### config.mk
export PLATFORM = sky130hd
export DESIGN_NAME = sdhci_obi_responder
export DESIGN_NICKNAME = d
export VERILOG_FILES = /design/src/rtl/sdhci_obi_responder.sv
export SDC_FILE = /design/constraint.sdc
export NUM_CORES = 1
export LEC_CHECK = 0
export ABC_AREA = 1
export CELL_PAD_IN_SITES_DETAIL_PLACEMENT = 1
export CELL_PAD_IN_SITES_GLOBAL_PLACEMENT = 1
export CORE_ASPECT_RATIO = 1.5
export CORE_MARGIN = 4
export CORE_UTILIZATION = 30
export DETAILED_ROUTE_END_ITERATION = 6
export PLACE_DENSITY = 0.94
export SYNTH_ARGS = -nofsm -noshare
export SYNTH_HDL_FRONTEND = slang
export SYNTH_SLANG_ARGS = --single-unit
### constraint.sdc
create_clock -name clk_i -period 2.75 [get_ports clk_i]
set_input_delay 0.55 -clock clk_i [delete_from_list [all_inputs] [get_ports clk_i]]
set_output_delay 0.55 -clock clk_i [all_outputs]
set_load 0.01 [all_outputs]
### src/rtl/sdhci_obi_responder.sv
// OBI subordinate that forwards single accesses onto the SDHCI register port.
// Optional SDHCI_OBI_RREADY_EN: rready back-pressure with a 2-deep response FIFO.
package sdhci_obi_pkg;

  typedef struct packed {
    logic [31:0] addr;
    logic        we;
    logic [3:0]  be;
    logic [31:0] wdata;
    logic [3:0]  aid;
  } obi_a_t;

  typedef struct packed {
    logic   req;
    obi_a_t a;
    logic   rready;
  } obi_req_t;

  typedef struct packed {
    logic [31:0] rdata;
    logic [3:0]  rid;
    logic        err;
  } obi_r_t;

  typedef struct packed {
    logic   gnt;
    logic   rvalid;
    obi_r_t r;
  } obi_rsp_t;

endpackage

module sdhci_obi_responder #(
  parameter type obi_req_t = sdhci_obi_pkg::obi_req_t,
  parameter type obi_rsp_t = sdhci_obi_pkg::obi_rsp_t,
  parameter int unsigned RegAddrWidth = 8
) (
  input  logic                    clk_i,
  input  logic                    rst_ni,
  input  obi_req_t                obi_req_i,
  output obi_rsp_t                obi_rsp_o,
  output logic                    reg_valid_o,
  output logic [RegAddrWidth-1:0] reg_addr_o,
  output logic                    reg_we_o,
  output logic [3:0]              reg_be_o,
  output logic [31:0]             reg_wdata_o,
  input  logic                    reg_ready_i,
  input  logic [31:0]             reg_rdata_i,
  input  logic                    reg_error_i
);

`ifdef SDHCI_OBI_RREADY_EN
  localparam int Depth = 2;
`else
  localparam int Depth = 1;
`endif
  localparam int IdW  = $bits(obi_req_i.a.aid);
  localparam int EntW = 33 + IdW;

  typedef enum logic [1:0] {
    IDLE,
    ACCESS,
    ERR_RSP
  } state_t;

  state_t state_q, state_d;

  logic [RegAddrWidth-3:0] addr_q;
  logic                    we_q;
  logic [3:0]              be_q;
  logic [31:0]             wdata_q;
  logic [IdW-1:0]          aid_q;
  logic                    err_q;

  logic [EntW-1:0] mem_q [Depth];
  logic [EntW-1:0] mem_d [Depth];
  logic [1:0]      cnt_q, cnt_d;
  logic [EntW-1:0] push_ent;

  logic full, empty, push, pop;
  logic gnt, oob, noop;
  logic unused_in;

  assign unused_in = ^{obi_req_i.rready, obi_req_i.a.addr[1:0]};

  assign full  = (cnt_q == 2'(Depth));
  assign empty = (cnt_q == 2'd0);
  assign oob   = (obi_req_i.a.addr >> RegAddrWidth) != '0;
  assign noop  = (obi_req_i.a.be == 4'b0000);
  assign gnt   = rst_ni & obi_req_i.req
               & (state_q == IDLE) & ~full;

`ifdef SDHCI_OBI_RREADY_EN
  assign pop = ~empty & obi_req_i.rready;
`else
  assign pop = ~empty;
`endif

  // State register
  always_ff @(posedge clk_i or negedge rst_ni) begin
    if (!rst_ni) state_q <= IDLE;
    else         state_q <= state_d;
  end

  // Capture the granted request; it stays stable through ACCESS
  always_ff @(posedge clk_i or negedge rst_ni) begin
    if (!rst_ni) begin
      addr_q  <= '0;
      we_q    <= 1'b0;
      be_q    <= '0;
      wdata_q <= '0;
      aid_q   <= '0;
      err_q   <= 1'b0;
    end else if (gnt) begin
      addr_q  <= obi_req_i.a.addr[RegAddrWidth-1:2];
      we_q    <= obi_req_i.a.we;
      be_q    <= obi_req_i.a.be;
      wdata_q <= obi_req_i.a.wdata;
      aid_q   <= obi_req_i.a.aid;
      err_q   <= oob;
    end
  end

  // Next state and response push
  always_comb begin
    state_d  = state_q;
    push     = 1'b0;
    push_ent = '0;
    unique case (state_q)
      IDLE: begin
        if (gnt) begin
          state_d = (oob | noop) ? ERR_RSP : ACCESS;
        end
      end
      ACCESS: begin
        if (reg_ready_i) begin
          push     = 1'b1;
          push_ent = {aid_q, reg_error_i,
                      we_q ? 32'h0 : reg_rdata_i};
          state_d  = IDLE;
        end
      end
      ERR_RSP: begin
        push     = 1'b1;
        push_ent = {aid_q, err_q, 32'h0};
        state_d  = IDLE;
      end
      default: state_d = IDLE;
    endcase
  end

  // Shift-down response FIFO; head always in slot 0
  always_comb begin
    mem_d = mem_q;
    cnt_d = cnt_q;
    if (pop) begin
      for (int i = 0; i < Depth - 1; i++) begin
        mem_d[i] = mem_q[i+1];
      end
      mem_d[Depth-1] = '0;
      cnt_d = cnt_d - 2'd1;
    end
    if (push && (cnt_d != 2'(Depth))) begin
      for (int i = 0; i < Depth; i++) begin
        if (cnt_d == 2'(i)) mem_d[i] = push_ent;
      end
      cnt_d = cnt_d + 2'd1;
    end
  end

  // FIFO storage
  always_ff @(posedge clk_i or negedge rst_ni) begin
    if (!rst_ni) begin
      cnt_q <= '0;
      for (int i = 0; i < Depth; i++) begin
        mem_q[i] <= '0;
      end
    end else begin
      cnt_q <= cnt_d;
      mem_q <= mem_d;
    end
  end

  // OBI response, data zeroed while nothing is valid
  always_comb begin
    obi_rsp_o        = '0;
    obi_rsp_o.gnt    = gnt;
    obi_rsp_o.rvalid = ~empty;
    if (!empty) begin
      {obi_rsp_o.r.rid,
       obi_rsp_o.r.err,
       obi_rsp_o.r.rdata} = mem_q[0];
    end
  end

  assign reg_valid_o = (state_q == ACCESS);
  assign reg_we_o    = reg_valid_o & we_q;
  assign reg_addr_o  = {addr_q, 2'b00};
  assign reg_be_o    = be_q;
  assign reg_wdata_o = wdata_q;

endmodule

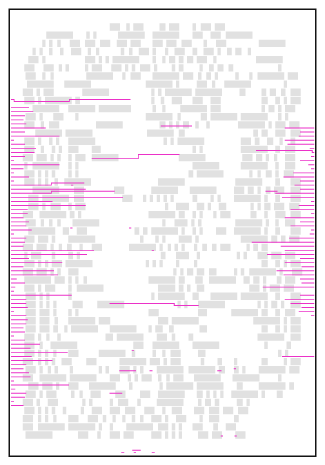
(images/met3.png)
Scale: 3 px per um. Cells faint in the background.
wire length on this layer	1070 um
share of all routed wire	8.2%
nets with wire on the layer	132
final wirelength: 13.0 mm
via count: 3837
met3 usage: 0.0511

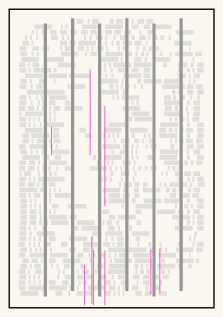
(images/met4.png)
Scale: 2 px per um. Supply wires on this layer in gray. Cells faint in the background.
main direction	vertical
longest straight run	49.6 um
wire length on this layer	258 um

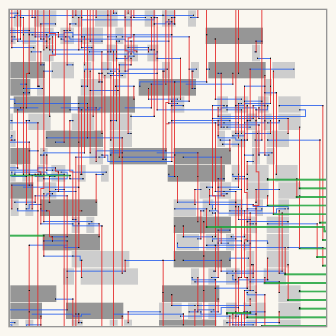
(images/zoom.png)
Window x 51 to 101, y 86 to 136 um. Cells in gray, sequential cells in the stronger gray; small squares are vias.
color	layer
green	met3
blue	met1
red	met2
cells with their middle in the window	119
most frequent	clkdlybuf4s50_1 (27), inv_1 (18), dfrtp_1 (18)
netlist names of flops here include	mem_q (16)
sequential cells in the window	18

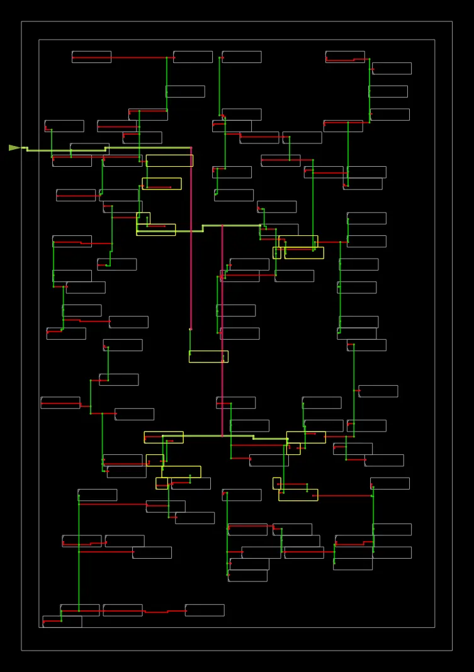
(images/final_clocks.png)
Seq cells: 89
Num CTS Buffers: 9

==> impl_metrics.ini <==
; flow metrics
[run_status]
status = complete, no violations

[timing]
hold_ws_ps = 475
fin_ws_ps = 266
hold_viol_final = 0
finalSetupTns_ps = 0
rsz0062_at_grt = false

[detailed_routing]
routed.top_layer = met4
firstDrtPassIters = 4
wl_met3_mm = 1.07

[power]
powerComb_w = 0.00198
p_sw_w = 0.00179
share_seq_of_total_power = 0.374
finalPower_w = 0.00514
powerDensity_nw_per_um2 = 824
power_clock_w = 0.00123

[setup_path]
crit_buf_inv = 2
cp_num_cells = 5
worstPathArrival_ps = 1930

[layout]
nonClkBufAreaFrac = 0.313
n_fill_cell = 1516
comb_share = 0.217
drive_gt1_frac = 0.0453
clock_buffers = 9
n_all_inverters = 54

[synthesis]
ys_seq_frac = 0.564
synth.avg_cell_area_um2 = 8.26
topCellsByArea = dfrtp_1 56%, nand2_1 15%, o22ai_1 5.5%, nor2_1 5.2%, inv_1 4.9%

[placement]
dp.cells = 805

[die]
fp.dieW_um = 102

[global_route]
top_usage_layer = met2
grt_overflow_total = 0

[min_path]
hold_path_class = reg2reg
hold_depth = 2

[clocking]
clk_latency_ps = 330
==> registers in the layout, indices dropped and copies added (netlist names) <==
signal / cells
state_q: 2
addr_q: 6
cnt_q: 2
we_q: 1
reg_be_o: 4
err_q: 1
mem_q: 37
reg_wdata_o: 32
aid_q: 4
==> cell usage in the layout (no fill, tap or decap), types with 4 or more instances in the layout <==
cell / instances
inv_1: 52
clkbuf_16: 9
nor2_1: 54
o21ai_1: 5
nand2_1: 159
nand3_1: 37
buf_4: 8
clkdlybuf4s50_1: 189
o22ai_1: 35
dfrtp_1: 89
ha_1: 4
==> logic make-up (layout without fill, tap and decap cells) <==
family,after synthesis,in the layout,synth area share
flops,89,89,0.564
compound gates,45,45,0.0717
simple gates,255,255,0.257
other cells,1,2,0.000950
buf+inv,84,267,0.0935
fa+ha+maj,4,4,0.0127
